## src/rtl/secuenciador_suma.sv

```systemverilog
// Control FSM for the two-operand BCD adder datapath.
// Turns operator pulses into one-cycle datapath strobes and the add handshake.
module secuenciador_suma #(
  parameter int MAX_DIGITS  = 3,
  parameter int ACK_TIMEOUT = 1023
) (
  input  logic       clk,
  input  logic       rst,
  input  logic       push,
  input  logic [3:0] entrada,
  input  logic       guardar,
  input  logic       finalizar,
  input  logic       add_ack,
  output logic       ld_dig,
  output logic       clr_num,
  output logic       ld_sv,
  output logic       clr_sv,
  output logic       add_req,
  output logic       ent,
  output logic [2:0] n_dig,
  output logic [1:0] estado,
  output logic       err
);

  typedef enum logic [1:0] {
    ENTRY_A = 2'd0,
    ENTRY_B = 2'd1,
    SUMA    = 2'd2,
    MOSTRAR = 2'd3
  } state_t;

  localparam int TW = (ACK_TIMEOUT < 2) ? 1 : $clog2(ACK_TIMEOUT + 1);
  localparam logic [TW-1:0] T_LAST = TW'(ACK_TIMEOUT - 1);
  localparam logic [TW-1:0] T_MAX  = '1;
  localparam logic [2:0]    N_MAX  = 3'(MAX_DIGITS);

  state_t        state_q;
  logic [TW-1:0] timer_q;
  logic          ld_dig_q, clr_num_q, ld_sv_q, clr_sv_q;
  logic          add_req_q, ent_q, err_q;
  logic [2:0]    n_dig_q;

  logic fin_d, grd_d, psh_d;

  // Resolve simultaneous pulses: finalizar beats guardar beats push.
  always_comb begin
    fin_d = finalizar;
    grd_d = guardar & ~finalizar;
    psh_d = push & ~guardar & ~finalizar;
  end

  // Single-process FSM with every output registered.
  always_ff @(posedge clk or posedge rst) begin
    if (rst) begin
      state_q   <= ENTRY_A;
      timer_q   <= '0;
      ld_dig_q  <= 1'b0;
      clr_num_q <= 1'b0;
      ld_sv_q   <= 1'b0;
      clr_sv_q  <= 1'b0;
      add_req_q <= 1'b0;
      ent_q     <= 1'b0;
      err_q     <= 1'b0;
      n_dig_q   <= 3'd0;
    end else begin
      ld_dig_q  <= 1'b0;
      clr_num_q <= 1'b0;
      ld_sv_q   <= 1'b0;
      clr_sv_q  <= 1'b0;
      unique case (state_q)
        ENTRY_A, ENTRY_B: begin
          if (fin_d) begin
            if (state_q == ENTRY_B && n_dig_q != 3'd0) begin
              add_req_q <= 1'b1;
              timer_q   <= '0;
              state_q   <= SUMA;
            end
          end else if (grd_d) begin
            if (state_q == ENTRY_A && n_dig_q != 3'd0) begin
              ld_sv_q   <= 1'b1;
              clr_num_q <= 1'b1;
              n_dig_q   <= 3'd0;
              state_q   <= ENTRY_B;
            end
          end else if (psh_d) begin
            if (entrada > 4'd9) begin
              err_q <= 1'b1;
            end else if (n_dig_q < N_MAX) begin
              ld_dig_q <= 1'b1;
              n_dig_q  <= n_dig_q + 3'd1;
              err_q    <= 1'b0;
            end
          end
        end
        SUMA: begin
          if (add_ack) begin
            add_req_q <= 1'b0;
            ent_q     <= 1'b1;
            state_q   <= MOSTRAR;
          end else if (timer_q == T_LAST) begin
            add_req_q <= 1'b0;
            clr_num_q <= 1'b1;
            clr_sv_q  <= 1'b1;
            err_q     <= 1'b1;
            n_dig_q   <= 3'd0;
            state_q   <= ENTRY_A;
          end else if (timer_q != T_MAX) begin
            timer_q <= timer_q + 1'b1;
          end
        end
        MOSTRAR: begin
          if (psh_d) begin
            clr_num_q <= 1'b1;
            clr_sv_q  <= 1'b1;
            ent_q     <= 1'b0;
            err_q     <= 1'b0;
            n_dig_q   <= 3'd0;
            state_q   <= ENTRY_A;
          end
        end
        default: state_q <= ENTRY_A;
      endcase
    end
  end

  assign ld_dig  = ld_dig_q;
  assign clr_num = clr_num_q;
  assign ld_sv   = ld_sv_q;
  assign clr_sv  = clr_sv_q;
  assign add_req = add_req_q;
  assign ent     = ent_q;
  assign n_dig   = n_dig_q;
  assign estado  = state_q;
  assign err     = err_q;

endmodule

```

## config.mk

```make
export PLATFORM = sky130hd
export DESIGN_NAME = secuenciador_suma
export DESIGN_NICKNAME = d
export VERILOG_FILES = /design/src/rtl/secuenciador_suma.sv
export SDC_FILE = /design/constraint.sdc
export NUM_CORES = 1
export LEC_CHECK = 0
export CAP_MARGIN = 30
export CELL_PAD_IN_SITES_DETAIL_PLACEMENT = 2
export CELL_PAD_IN_SITES_GLOBAL_PLACEMENT = 2
export CORE_ASPECT_RATIO = 1.5
export CORE_MARGIN = 5
export CORE_UTILIZATION = 35
export DETAILED_ROUTE_END_ITERATION = 6
export PLACE_DENSITY_LB_ADDON = 0.12
export SLEW_MARGIN = 15
export SYNTH_ARGS = -nofsm -noshare
export SYNTH_HDL_FRONTEND = slang
export SYNTH_SLANG_ARGS = --single-unit
```

## constraint.sdc

```tcl
create_clock -name clk -period 3 [get_ports clk]
set_clock_uncertainty 0.05 [all_clocks]
set_input_delay 0.3 -clock clk [delete_from_list [all_inputs] [get_ports clk]]
set_output_delay 0.3 -clock clk [all_outputs]
set_load 0.02 [all_outputs]
```

Cells by drive strength:
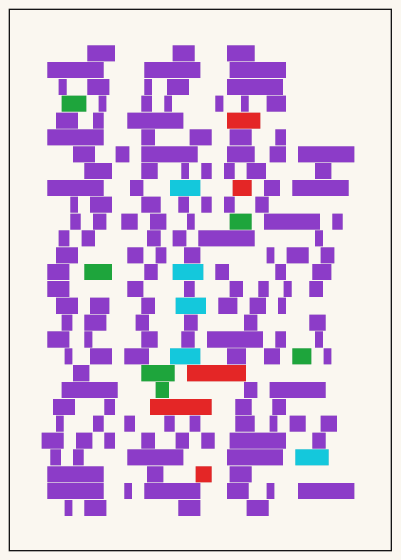
- purple: drive 1 or less (cells 148; share 90%; most used dfrtp_1)
- red: drive 3 to 4 (cells 5; share 3.0%)
- green: drive 2 (cells 6; share 3.7%)
- cyan: drive 6 and up (cells 5; share 3.0%; most used clkbuf_8)
final worst slack: 840.0 ps
Area Growth Syn to Fin: 21.31%
Plain + repair buffers: 22

Wiring by layer:
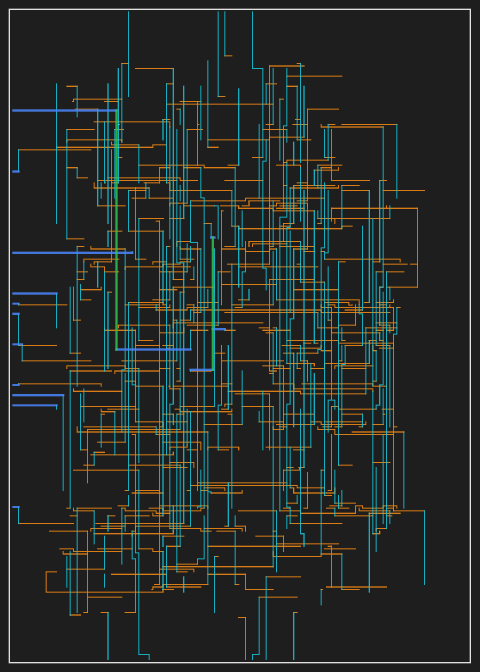
- cyan: met2 (wire length 2,400 µm)
- blue: met3 (wire length 67.2 µm)
- orange: met1 (wire length 1,600 µm)
- green: met4 (wire length 49.6 µm)
vias: 1,229
overall global routing resource usage: 0.1728
wire per inst: 19.67 µm
post-detailed-routing wire length: 4112 µm

==> impl_table.tex <==
% Synthesis and place-and-route results
\begin{tabular}{lr}
\hline
Metric & Value \\
\hline
\multicolumn{2}{l}{\textbf{Setup path}} \\
\quad Critical Path RT & roughly 3100 ps \\
\quad Kind of cell adding the most delay to the critical path & AND-OR/OR-AND gates \\
\quad Type of origin of the critical path & flop \\
\quad Critical path fanouts, max & 10 \\
\quad Startpoint of the worst setup timing path & n\_dig[0]\$\_DFFE\_PP0P\_ \\
\multicolumn{2}{l}{\textbf{Logic synthesis}} \\
\quad Number of enable-type register cells in the synthesized netlist & 0 \\
\quad Top cells by count & 22 x dfrtp\_1, 11 x nand3\_1, 10 x inv\_1 \\
\quad Cell variety after synth & $\sim$44 \\
\quad Multiplexer share of the synthesized area & 0.02608 \\
\quad Top logic family & simple AND/OR/NAND/NOR gates \\
\quad Synth Flop Type & dfrtp\_1 \\
\quad Post-synthesis adder-cell area fraction & 0.03597 \\
\multicolumn{2}{l}{\textbf{Power}} \\
\quad Reg power frac & 0.335 \\
\quad Sw power & 0.6008 mW \\
\quad Top pwr grp & combinational cells \\
\quad Total design power & 1.361 mW \\
\quad Power Internal & 0.7602 mW \\
\quad Cell leakage power & 0.6741 nW \\
\multicolumn{2}{l}{\textbf{Clock network}} \\
\quad Clock Root Buffer & clkbuf\_8 \\
\quad H-Tree Level Count & 1 \\
\quad Clock sink total & 22 \\
\quad Hold buffer count at CTS & 0 \\
\multicolumn{2}{l}{\textbf{Detailed routing}} \\
\quad Routed length on met3 & 67 µm \\
\quad Routed length on met2 & 2401 µm \\
\quad Detailed router's first-iteration violation count & 35 \\
\multicolumn{2}{l}{\textbf{Cells and area}} \\
\quad Flip-flop count of the largest register after layout & 10 \\
\quad Layout cells sized above 1 & 0.09756 \\
\quad Register name with the most flops & timer\_q \\
\quad Layout inverter count without the clock tree & 10 \\
\quad Fill cell instance count of the final layout & 436 \\
\quad Final core utilization & 0.4340 \\
\multicolumn{2}{l}{\textbf{Min path}} \\
\quad Path type of the worst min-delay path & input port to async pin \\
\multicolumn{2}{l}{\textbf{Final timing}} \\
\quad Total Negative Setup Slacks & 0 ps \\
\quad Period utilisation layout & 0.7200 \\
\quad Count of final setup violators & 0 \\
\quad Worst-Margin Slew & 526.3 ps \\
\multicolumn{2}{l}{\textbf{Floorplan}} \\
\quad Chip Width & about 61 µm \\
\multicolumn{2}{l}{\textbf{Run status}} \\
\quad Run status & finished clean \\
\multicolumn{2}{l}{\textbf{Global routing}} \\
\quad Global-route wire length before repair & 6920 µm \\
\quad Met2 usage & 0.3346 \\
\multicolumn{2}{l}{\textbf{Job}} \\
\quad OpenROAD warning count & 29 \\
\hline
\end{tabular}
Cell classes on the final placement:
Fill, decap, tap and diode cells in grey.
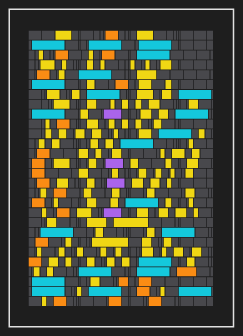
- purple: clock drivers and dummy loads (cells 4)
- yellow: all other logic (cells 116)
- orange: other buffers and delay cells (cells 22)
- cyan: flip-flops (cells 22)
area of all placed cells without fillers: 1688 µm²
Std-Cell Core Area: 3889 µm²
sequential cell area share: 0.3262
row count: 28

Nets reached from selected ports:
Bar = 20 µm.
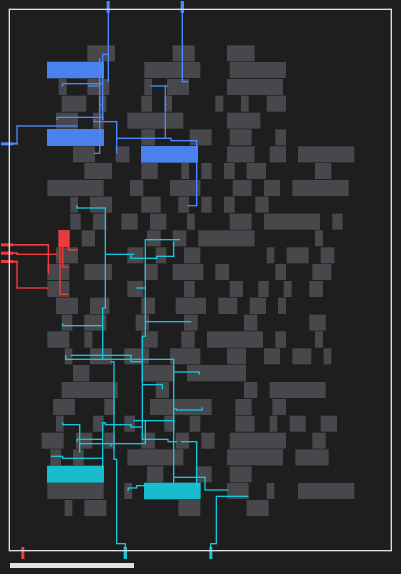
- cyan: estado (direction output; end cells 2; buffers 3; wire 302 µm)
- blue: n_dig (direction output; end cells 3; buffers 3; wire 128 µm)
- red: entrada (direction input; end cells 1; buffers 3; wire 46.6 µm)
I/O Buffers: 20
I/O pin count: 22

No activity file was given, so power comes from the tool's default toggle rates.
